==> images/gates.png <==
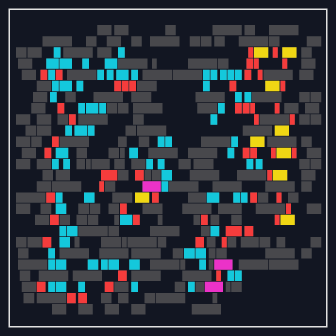
==> images/ff_map.png <==
Other sequential cells in the stronger grey, the rest of the logic in the fainter grey.
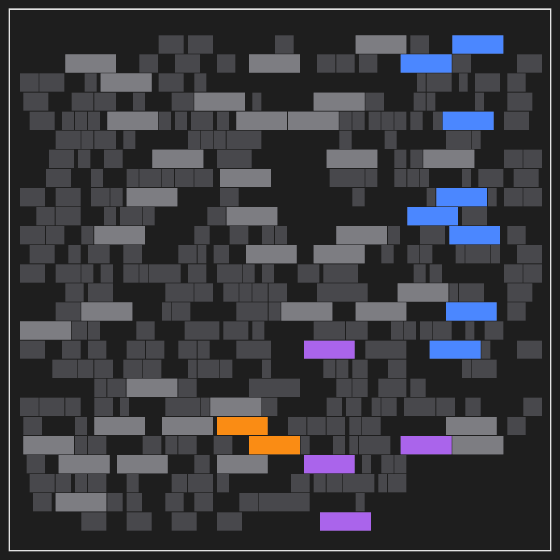
==> images/clock_nets.png <==
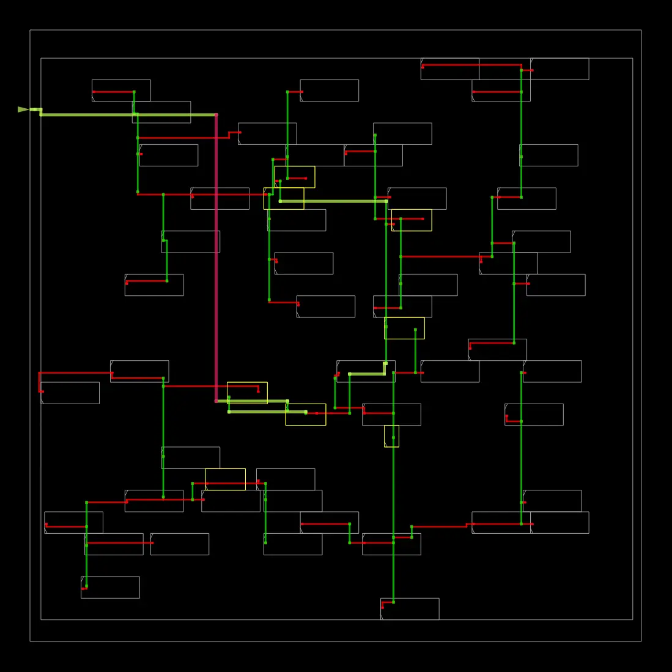
==> images/class_map.png <==
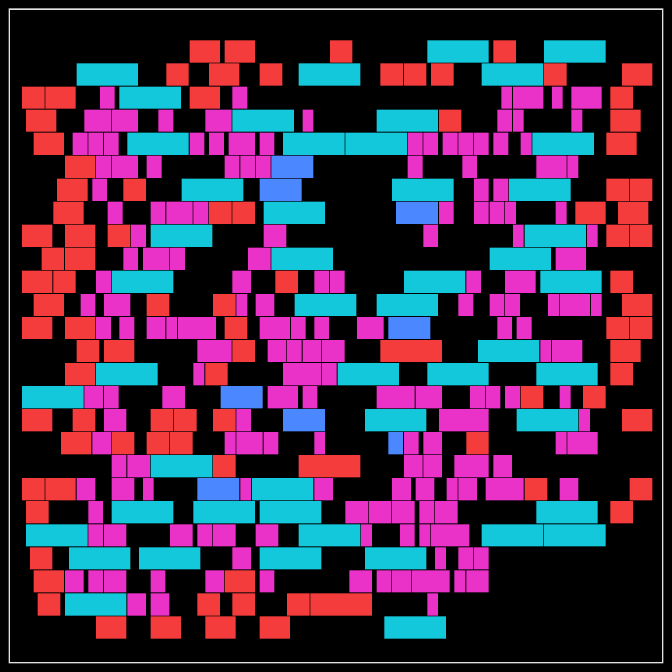
==> images/clock_wires.png <==
Scale bar: 20 um.
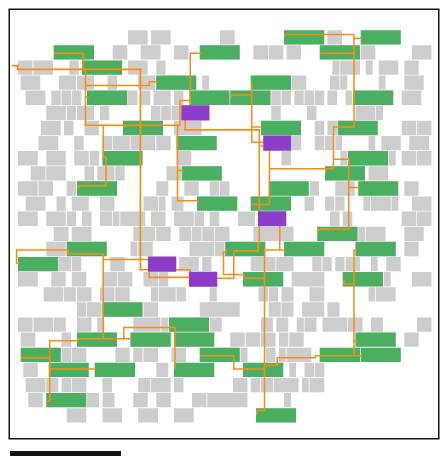
[src/rtl/mem_port_arbiter.sv]
// Shares one 8-bit memory port between instruction fetch and load/store.
// Data requests have priority; a streak limit keeps fetch from starving.
module mem_port_arbiter #(
  parameter int unsigned MEM_WAIT   = 1,
  parameter int unsigned MAX_STREAK = 3
) (
  input  logic       clock,
  input  logic       reset,
  input  logic       f_req,
  input  logic [7:0] f_addr,
  output logic       f_grant,
  output logic       f_valid,
  output logic [7:0] f_rdata,
  input  logic       d_req,
  input  logic       d_write,
  input  logic [7:0] d_addr,
  input  logic [7:0] d_wdata,
  output logic       d_grant,
  output logic       d_valid,
  output logic [7:0] d_rdata,
  output logic [7:0] address,
  output logic [7:0] to_mem,
  input  logic [7:0] from_mem,
  output logic       mem_clock,
  output logic       mem_write
);

  localparam logic [3:0] WAIT_LOAD  = 4'(MEM_WAIT);
  localparam logic [3:0] STREAK_MAX = 4'(MAX_STREAK);

  typedef enum logic [1:0] {S_IDLE, S_STROBE, S_WAIT} state_t;
  typedef enum logic {OWN_F, OWN_D} owner_t;

  state_t     state_q, state_d;
  owner_t     owner_q, owner_d;
  logic [3:0] wait_q, wait_d;
  logic [3:0] streak_q, streak_d;
  logic [7:0] address_q, address_d;
  logic [7:0] to_mem_q, to_mem_d;
  logic       mem_clock_q, mem_clock_d;
  logic       mem_write_q, mem_write_d;
  logic       f_grant_q, f_grant_d;
  logic       d_grant_q, d_grant_d;
  logic       f_valid_q, f_valid_d;
  logic       d_valid_q, d_valid_d;
  logic [7:0] f_rdata_q, f_rdata_d;
  logic [7:0] d_rdata_q, d_rdata_d;
  logic       pick_data;

  // Fetch only overrides a competing data request once the streak is exhausted.
  assign pick_data = d_req && !(f_req && (streak_q == STREAK_MAX));

  always_comb begin
    // NOTE: every next-state value gets a default first so no path infers a latch.
    state_d     = state_q;
    owner_d     = owner_q;
    wait_d      = wait_q;
    streak_d    = streak_q;
    address_d   = address_q;
    to_mem_d    = to_mem_q;
    mem_write_d = mem_write_q;
    mem_clock_d = 1'b0;
    f_grant_d   = 1'b0;
    d_grant_d   = 1'b0;
    f_valid_d   = 1'b0;
    d_valid_d   = 1'b0;
    f_rdata_d   = f_rdata_q;
    d_rdata_d   = d_rdata_q;

    unique case (state_q)
      S_IDLE: begin
        if (!f_req) streak_d = '0;
        if (f_req || d_req) begin
          state_d     = S_STROBE;
          mem_clock_d = 1'b1;
          if (pick_data) begin
            owner_d     = OWN_D;
            address_d   = d_addr;
            mem_write_d = d_write;
            to_mem_d    = d_wdata;
            d_grant_d   = 1'b1;
            if (f_req && (streak_q < STREAK_MAX)) streak_d = streak_q + 4'd1;
          end else begin
            owner_d     = OWN_F;
            address_d   = f_addr;
            mem_write_d = 1'b0;
            f_grant_d   = 1'b1;
            streak_d    = '0;
          end
        end
      end
      S_STROBE: begin
        state_d = S_WAIT;
        wait_d  = WAIT_LOAD;
      end
      S_WAIT: begin
        if (wait_q == 4'd1) begin
          state_d = S_IDLE;
          if (owner_q == OWN_D) begin
            d_valid_d = 1'b1;
            if (!mem_write_q) d_rdata_d = from_mem;
          end else begin
            f_valid_d = 1'b1;
            f_rdata_d = from_mem;
          end
        end else begin
          wait_d = wait_q - 4'd1;
        end
      end
      default: state_d = S_IDLE;
    endcase
  end

  always_ff @(posedge clock) begin
    // NOTE: sequential state uses non-blocking assignment so all registers update together.
    if (reset) begin
      state_q     <= S_IDLE;
      owner_q     <= OWN_F;
      wait_q      <= '0;
      streak_q    <= '0;
      address_q   <= '0;
      to_mem_q    <= '0;
      mem_clock_q <= 1'b0;
      mem_write_q <= 1'b0;
      f_grant_q   <= 1'b0;
      d_grant_q   <= 1'b0;
      f_valid_q   <= 1'b0;
      d_valid_q   <= 1'b0;
      f_rdata_q   <= '0;
      d_rdata_q   <= '0;
    end else begin
      state_q     <= state_d;
      owner_q     <= owner_d;
      wait_q      <= wait_d;
      streak_q    <= streak_d;
      address_q   <= address_d;
      to_mem_q    <= to_mem_d;
      mem_clock_q <= mem_clock_d;
      mem_write_q <= mem_write_d;
      f_grant_q   <= f_grant_d;
      d_grant_q   <= d_grant_d;
      f_valid_q   <= f_valid_d;
      d_valid_q   <= d_valid_d;
      f_rdata_q   <= f_rdata_d;
      d_rdata_q   <= d_rdata_d;
    end
  end

  assign f_grant   = f_grant_q;
  assign d_grant   = d_grant_q;
  assign f_valid   = f_valid_q;
  assign d_valid   = d_valid_q;
  assign f_rdata   = f_rdata_q;
  assign d_rdata   = d_rdata_q;
  assign address   = address_q;
  assign to_mem    = to_mem_q;
  assign mem_clock = mem_clock_q;
  assign mem_write = mem_write_q;

endmodule

[config.mk]
export PLATFORM = sky130hd
export DESIGN_NAME = mem_port_arbiter
export DESIGN_NICKNAME = d
export VERILOG_FILES = /design/src/rtl/mem_port_arbiter.sv
export SDC_FILE = /design/constraint.sdc
export NUM_CORES = 1
export LEC_CHECK = 0
export CAP_MARGIN = 15
export CORE_UTILIZATION = 38
export CTS_CLUSTER_DIAMETER = 60
export DETAILED_ROUTE_END_ITERATION = 8
export PLACE_DENSITY_LB_ADDON = 0.15
export SLEW_MARGIN = 40
export SYNTH_ARGS = -nofsm -noshare
export SYNTH_HDL_FRONTEND = slang
export SYNTH_SLANG_ARGS = --single-unit
export TNS_END_PERCENT = 30
[constraint.sdc]
create_clock -name clock -period 1.61 [get_ports clock]
set_input_delay 0.322 -clock clock [delete_from_list [all_inputs] [get_ports clock]]
set_output_delay 0.322 -clock clock [all_outputs]
set_load 0.05 [all_outputs]
==> flow_metrics.py <==
# Metrics from the implementation run
metrics = {
    "detailed_routing": {
        "drtIter0Drc": 70,
        "wl_per_cell_um": 13.58,
        "via_count": 2063,
        "drcViolationCount": 0,
        "wl_mm": 5.323,
        "dr.pass1.iters": 4,
        "vias_per_cell": 5.263,
    },
    "die": {
        "die_w_um": 76.99,
        "fp_util_pct": 40.55,
        "die_y_um": 76.99,
        "die_area_mm2": 0.005927,
    },
    "yosys": {
        "edf_count": 0,
        "syn_area_per_cell_um2": 8.794,
        "async_flop_share_pct": 0,
        "synth_nets": 283,
        "syn_inst": 243,
        "ys_sh_aoi_pct": 21.19,
        "yosysWarnings": 0,
        "ys_sh_simple_pct": 21.08,
        "synth.most_common_cell": "dfxtp_1",
        "yosys.area.top_type_share_pct": 45.90,
    },
    "layout": {
        "comb_area_share_pct": 34.21,
        "areaGrowthSynthToFinish_pct": 42.74,
        "final_cells": 392,
        "area_dominant_class": "logic gates",
        "logic_gates": 168,
        "final_cell_mix": "buf_4 (53), dfxtp_1 (49), clkdlybuf4s50_1 (36)",
        "fin_nets": 361,
        "clock_cell_area_share_pct": 3.322,
        "n_antenna_cell": 0,
        "regArea_um2": 980.9,
    },
    "clock_tree": {
        "cts-resized-gates": 0,
        "clk_pin_slew_ns": 0.09,
        "clockRootBuffer": "clkbuf_8",
        "cts_tree": "done",
    },
    "critical_path": {
        "worstSetupPathType": "register to register",
        "cp-start-kind": "register",
        "crit_end": "streak_q[1]",
        "critPathArrivalTime_ns": 1.68,
        "crit_path_cell_trace": "ha_1 -> and4bb_2 -> buf_4 -> o41ai_1",
        "rr_startpoint": "streak_q[0]",
    },
    "grt": {
        "grt_first_pass_wirelength_mm": 9.080,
        "use_met2_pct": 31.79,
        "grt_pass1_vias": 1969,
        "grt.busiest_layer": "met2",
    },
    "run": {
        "drv_cap": 0,
    },
    "final_timing": {
        "finalSetupViolations": 0,
        "setup_ws_ns": 0.1231,
        "worst_pin_slew_ns": 0.5070,
        "maxSlewHeadroom_pct": 66.12,
        "max_freq_ghz": 0.6725,
        "hold_viol": 0,
    },
    "run_status": {
        "outcome": "completed",
    },
    "place": {
        "gp_congestion": 0.7667,
        "dp_hpwl_mm": 3.914,
        "io_buffers": 74,
        "dp.cells": 384,
    },
    "power": {
        "p_comb_mw": 0.726,
        "power_frac_seq_pct": 47.2,
        "comb_power_share_pct": 25.5,
        "p_int_mw": 1.967,
        "max-vdd-ir-drop_mv": 0.4413,
    },
    "hold_path": {
        "worstHoldPathCells": 2,
    },
}
## Picture notes: gates.png
red -> nand cells  # cells 53, where spread over the die
yellow -> mux cells  # cells 9
magenta -> fa/ha/maj cells  # cells 3
cyan -> aoi and oai cells  # cells 73

## Picture notes: ff_map.png
blue -> `f_rdata`  # flops 8
orange -> `state_q`  # flops 2
purple -> `wait_q`  # flops 4, where bottom middle
not coloured = 35
sequential power: 1.35 mW
Seq area share: 32.16%

## Picture notes: clock_nets.png
Clock net power: 0.779 mW
TritonCTS Sinks: 49
seq_cells: 49
CTS Buf Count: 5
count of clock buffers in the final design: 7

## Picture notes: class_map.png
blue -> clock drivers and dummy loads  # cells 8, share of their area 3.4%
cyan -> registers  # cells 49, share of their area 33%
magenta -> remaining logic cells  # cells 173, share of their area 36%
red -> remaining buffers and delay cells  # cells 92, share of their area 28%
final non-filler cell area: 0.003050 mm^2
Final Core Density: 57.88%
Core Area: 0.005270 mm^2
Cell Rows: 26

## Picture notes: clock_wires.png
purple -> clock-net drivers  # count 5
orange -> clock wires  # length 578 um
green -> flip-flops  # count 49
flops lie = spread over the die
routed clock nets = 6
Layout Skew: 0.002159 ns
Clk pwr share: 27.3%
clk_lat worst skew: 0.29 ns

Power and IR drop assume default switching activity.
